**src/rtl/note_tuning_ctrl.sv**
```systemverilog
// note_tuning_ctrl: converts note-on/note-off requests (MIDI 0..127) into the
// 32-bit phase-accumulator tuning word M, referenced to a 100 MHz clock.
// Notes played while the gate is held glide exponentially toward the new
// pitch.
//
// Ports:
//   clk          system clock (100 MHz)
//   rst_n        asynchronous active-low reset
//   note_valid   request valid; held by the requester until accepted
//   note_on      1 = note-on, 0 = note-off
//   note         MIDI note number (ignored for note-off)
//   note_ready   request accepted on an edge where note_valid & note_ready
//   tuning_word  oscillator M, 0 while the gate is closed
//   gate         note sounding
//   gliding      portamento in progress
module note_tuning_ctrl #(
  parameter int unsigned GLIDE_DIV   = 100000,
  parameter int unsigned GLIDE_SHIFT = 3
) (
  input  logic        clk,
  input  logic        rst_n,
  input  logic        note_valid,
  input  logic        note_on,
  input  logic [6:0]  note,
  output logic        note_ready,
  output logic [31:0] tuning_word,
  output logic        gate,
  output logic        gliding
);

  typedef enum logic [1:0] {IDLE, DIVIDE, LOOKUP, GLIDE} state_t;

  localparam logic [19:0] DIV_LAST = 20'(GLIDE_DIV - 1);

  state_t        state_q, state_d;
  logic [6:0]    rem_q, rem_d;
  logic [3:0]    oct_q, oct_d;
  logic          legato_q, legato_d;
  logic [31:0]   current_q, current_d;
  logic [31:0]   target_q, target_d;
  logic [19:0]   cnt_q, cnt_d;
  logic          gate_q, gate_d;
  logic [31:0]   tw_q, tw_d;

  logic          accept;
  logic [31:0]   oct10_word;
  logic [31:0]   lut_word;
  logic signed [32:0] diff;
  logic signed [32:0] step;

  // Octave-10 tuning words: round(440 * 2^((51+k)/12) * 2^32 / 1e8).
  always_comb begin
    oct10_word = 32'd0;
    unique case (rem_q[3:0])
      4'd0:    oct10_word = 32'd359575;
      4'd1:    oct10_word = 32'd380957;
      4'd2:    oct10_word = 32'd403610;
      4'd3:    oct10_word = 32'd427610;
      4'd4:    oct10_word = 32'd453037;
      4'd5:    oct10_word = 32'd479976;
      4'd6:    oct10_word = 32'd508516;
      4'd7:    oct10_word = 32'd538754;
      4'd8:    oct10_word = 32'd570790;
      4'd9:    oct10_word = 32'd604731;
      4'd10:   oct10_word = 32'd640691;
      4'd11:   oct10_word = 32'd678788;
      default: oct10_word = 32'd0;
    endcase
  end

  assign lut_word = oct10_word >> (4'd10 - oct_q);

  assign note_ready = (state_q == IDLE) || (state_q == GLIDE);
  assign accept     = note_valid && note_ready;

  // Arithmetic shift floors toward -inf, so a falling glide keeps stepping by
  // at least -1 until it lands exactly; a rising one snaps once step hits 0.
  assign diff = $signed({1'b0, target_q}) - $signed({1'b0, current_q});
  assign step = diff >>> GLIDE_SHIFT;

  always_comb begin
    state_d   = state_q;
    rem_d     = rem_q;
    oct_d     = oct_q;
    legato_d  = legato_q;
    current_d = current_q;
    target_d  = target_q;
    cnt_d     = cnt_q;
    gate_d    = gate_q;

    unique case (state_q)
      IDLE, GLIDE: begin
        if (accept) begin
          if (note_on) begin
            rem_d    = note;
            oct_d    = '0;
            legato_d = gate_q;
            state_d  = DIVIDE;
          end else begin
            gate_d  = 1'b0;
            state_d = IDLE;
          end
        end else if (state_q == GLIDE) begin
          if (cnt_q == DIV_LAST) begin
            cnt_d = '0;
            if (step == '0) begin
              current_d = target_q;
              state_d   = IDLE;
            end else begin
              current_d = current_q + step[31:0];
            end
          end else begin
            cnt_d = cnt_q + 20'd1;
          end
        end
      end
      DIVIDE: begin
        if (rem_q >= 7'd12) begin
          rem_d = rem_q - 7'd12;
          oct_d = oct_q + 4'd1;
        end else begin
          state_d = LOOKUP;
        end
      end
      LOOKUP: begin
        target_d = lut_word;
        if (!legato_q) begin
          current_d = lut_word;
          gate_d    = 1'b1;
          state_d   = IDLE;
        end else begin
          cnt_d   = '0;
          state_d = GLIDE;
        end
      end
      default: state_d = IDLE;
    endcase
  end

  // Output word is registered from the next-state values so it lands on the
  // same edge as current/gate rather than one edge later.
  assign tw_d = gate_d ? current_d : '0;

  always_ff @(posedge clk or negedge rst_n) begin
    if (!rst_n) begin
      state_q   <= IDLE;
      rem_q     <= '0;
      oct_q     <= '0;
      legato_q  <= 1'b0;
      current_q <= '0;
      target_q  <= '0;
      cnt_q     <= '0;
      gate_q    <= 1'b0;
      tw_q      <= '0;
    end else begin
      state_q   <= state_d;
      rem_q     <= rem_d;
      oct_q     <= oct_d;
      legato_q  <= legato_d;
      current_q <= current_d;
      target_q  <= target_d;
      cnt_q     <= cnt_d;
      gate_q    <= gate_d;
      tw_q      <= tw_d;
    end
  end

  assign tuning_word = tw_q;
  assign gate        = gate_q;
  assign gliding     = (state_q == GLIDE);

endmodule

```
**config.mk**
```make
export PLATFORM = sky130hd
export DESIGN_NAME = note_tuning_ctrl
export DESIGN_NICKNAME = d
export VERILOG_FILES = /design/src/rtl/note_tuning_ctrl.sv
export SDC_FILE = /design/constraint.sdc
export NUM_CORES = 1
export LEC_CHECK = 0
export CORE_MARGIN = 2
export CORE_UTILIZATION = 25
export DETAILED_ROUTE_END_ITERATION = 6
export SLEW_MARGIN = 20
export SYNTH_ARGS = -nofsm -noshare
export SYNTH_HDL_FRONTEND = slang
export SYNTH_SLANG_ARGS = --single-unit
export TNS_END_PERCENT = 1
```
**constraint.sdc**
```tcl
create_clock -name clk -period 5.4 [get_ports clk]
set_input_delay 0.81 -clock clk [delete_from_list [all_inputs] [get_ports clk]]
set_output_delay 0.81 -clock clk [all_outputs]
set_load 0.02 [all_outputs]
```
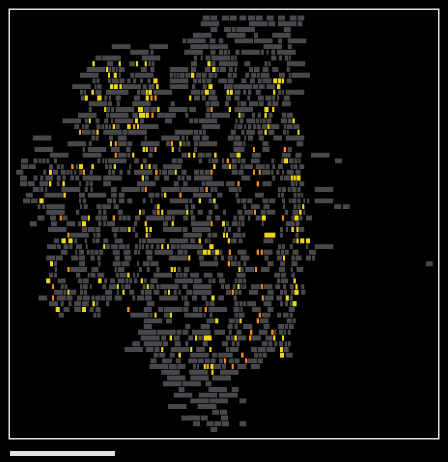
(gate-type map)
Scale bar: 50 um.
| family | color | cells | most used |
|---|---|---|---|
| NOR gates | yellow | 162 | nor2_1 |
| inverters | orange | 54 | inv_1 |

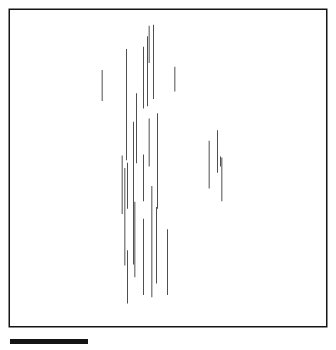
(M4 wires)
Scale bar: 50 um.
main direction: vertical
share of all routed wire: 3.5%
nets with wire on the layer: 21

==> flow_summary.html <==
<h2>Synthesis and place &amp; route</h2>
<table>
<tr><th>Metric</th><th>Value</th></tr>
<tr><th colspan="2">Floorplan</th></tr>
<tr><td>Pre-placement core utilization</td><td>25.22%</td></tr>
<tr><td>Chip area</td><td>0.04151 mm2</td></tr>
<tr><td>Num tapcells</td><td>525</td></tr>
<tr><td>Vert. Die Dim</td><td>203.7 um</td></tr>
<tr><td>IO Pins</td><td>46</td></tr>
<tr><th colspan="2">Routing</th></tr>
<tr><td>Vias after detailed routing</td><td>9301</td></tr>
<tr><td>Total iterations of the first detailed-routing run</td><td>5</td></tr>
<tr><th colspan="2">Power</th></tr>
<tr><td>Proportion of power drawn by the clock network</td><td>14.4%</td></tr>
<tr><td>Switching part of the total power</td><td>51.75%</td></tr>
<tr><td>Combinational group power</td><td>0.00564 W</td></tr>
<tr><td>Internal power component</td><td>0.003885 W</td></tr>
<tr><td>Part of the total power dissipated in combinational logic</td><td>70.0%</td></tr>
<tr><td>Switching power total</td><td>0.004166 W</td></tr>
<tr><th colspan="2">Critical path</th></tr>
<tr><td>Slowest-stage cell, CP</td><td>a2111oi_0</td></tr>
<tr><td>Count of buffering cells on the critical path with inverters included</td><td>1</td></tr>
<tr><td>Total stage count of the critical path</td><td>17</td></tr>
<tr><td>Arrival time of data at the critical path endpoint</td><td>5290 ps</td></tr>
<tr><th colspan="2">Clocking</th></tr>
<tr><td>Clock latency at the later pin of the worst-skew pair</td><td>430 ps</td></tr>
<tr><td>Root buffer selected by CTS</td><td>clkbuf_16</td></tr>
<tr><td>CTS-repair resized insts</td><td>0</td></tr>
<tr><td>Clock tree from TritonCTS</td><td>yes</td></tr>
<tr><td>Maximum number of buffers from clock root to sink</td><td>2</td></tr>
<tr><td>Clock transition time at the flip-flop clock pins of the worst setup and hold paths</td><td>70 ps</td></tr>
<tr><th colspan="2">Synthesis</th></tr>
<tr><td>Net Count, Synth</td><td>1308</td></tr>
<tr><td>Post-Synthesis Cell Area</td><td>0.009975 mm2</td></tr>
<tr><td>Number of instances in the synthesized netlist</td><td>1229</td></tr>
<tr><td>Count of cell types in the netlist</td><td>84</td></tr>
<tr><td>Area share of and-or/or-and cells after synthesis</td><td>26.28%</td></tr>
<tr><td>Warning count from the yosys run</td><td>0</td></tr>
<tr><th colspan="2">Final layout</th></tr>
<tr><td>Invs w/o clock</td><td>54</td></tr>
<tr><td>Clock network area share</td><td>5.133%</td></tr>
<tr><td>Non-clock buffering overhead in the final layout</td><td>4.852%</td></tr>
<tr><td>Fill cell instance count of the final layout</td><td>4255</td></tr>
<tr><td>Nets</td><td>1328</td></tr>
<tr><td>Logic Gate Count</td><td>997</td></tr>
<tr><th colspan="2">Placement</th></tr>
<tr><td>Placed cell count</td><td>1755</td></tr>
<tr><td>Placement-stage worst setup slack</td><td>112.0 ps</td></tr>
<tr><th colspan="2">Timing</th></tr>
<tr><td>Slew at the pin closest to its max-slew limit</td><td>1109 ps</td></tr>
<tr><td>Final-report max-slew violation count</td><td>0</td></tr>
<tr><td>Slew HR</td><td>26.08%</td></tr>
<tr><td>Number of endpoints failing setup at the final stage</td><td>0</td></tr>
<tr><th colspan="2">Flow run</th></tr>
<tr><td>Total of max-cap violations</td><td>0</td></tr>
<tr><th colspan="2">GRT</th></tr>
<tr><td>Largest net degree at the start of global routing</td><td>61</td></tr>
<tr><th colspan="2">Status</th></tr>
<tr><td>Result of the run</td><td>completed</td></tr>
</table>
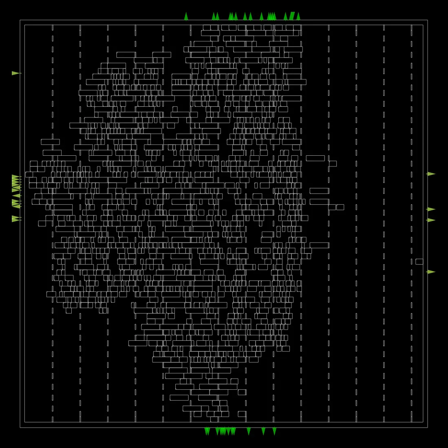
(cell outlines without signal wires)
Placeable Area: 0.03955 mm2
fraction of area in registers: 25.77%
final sequential cell count: 119

==> kinds of logic after synthesis <==
| family | count (synthesis) |
|---|---|
| AND/OR/NAND/NOR | 411 |
| XOR/XNOR | 64 |
| flip-flops | 119 |
| multiplexers | 46 |
| AND-OR/OR-AND | 408 |
| buffers and inverters | 113 |
| adder cells (fa/ha/maj) | 68 |
==> path summary, 6_finish.rpt <==
kind / from / end / slack (ps)
setup / recovery: current_q[2] / tuning_word[25] / 370
hold / removal: rst_n / current_q[21] / 460
setup reg to reg: current_q[2] / tuning_word[25] / 370
hold reg to reg: cnt_q[1] / cnt_q[1] / 510
max in group asynchronous: rst_n / tuning_word[5] / 3590
min in group clk: cnt_q[1] / cnt_q[1] / 510
Power is estimated from default activity; no workload was simulated.
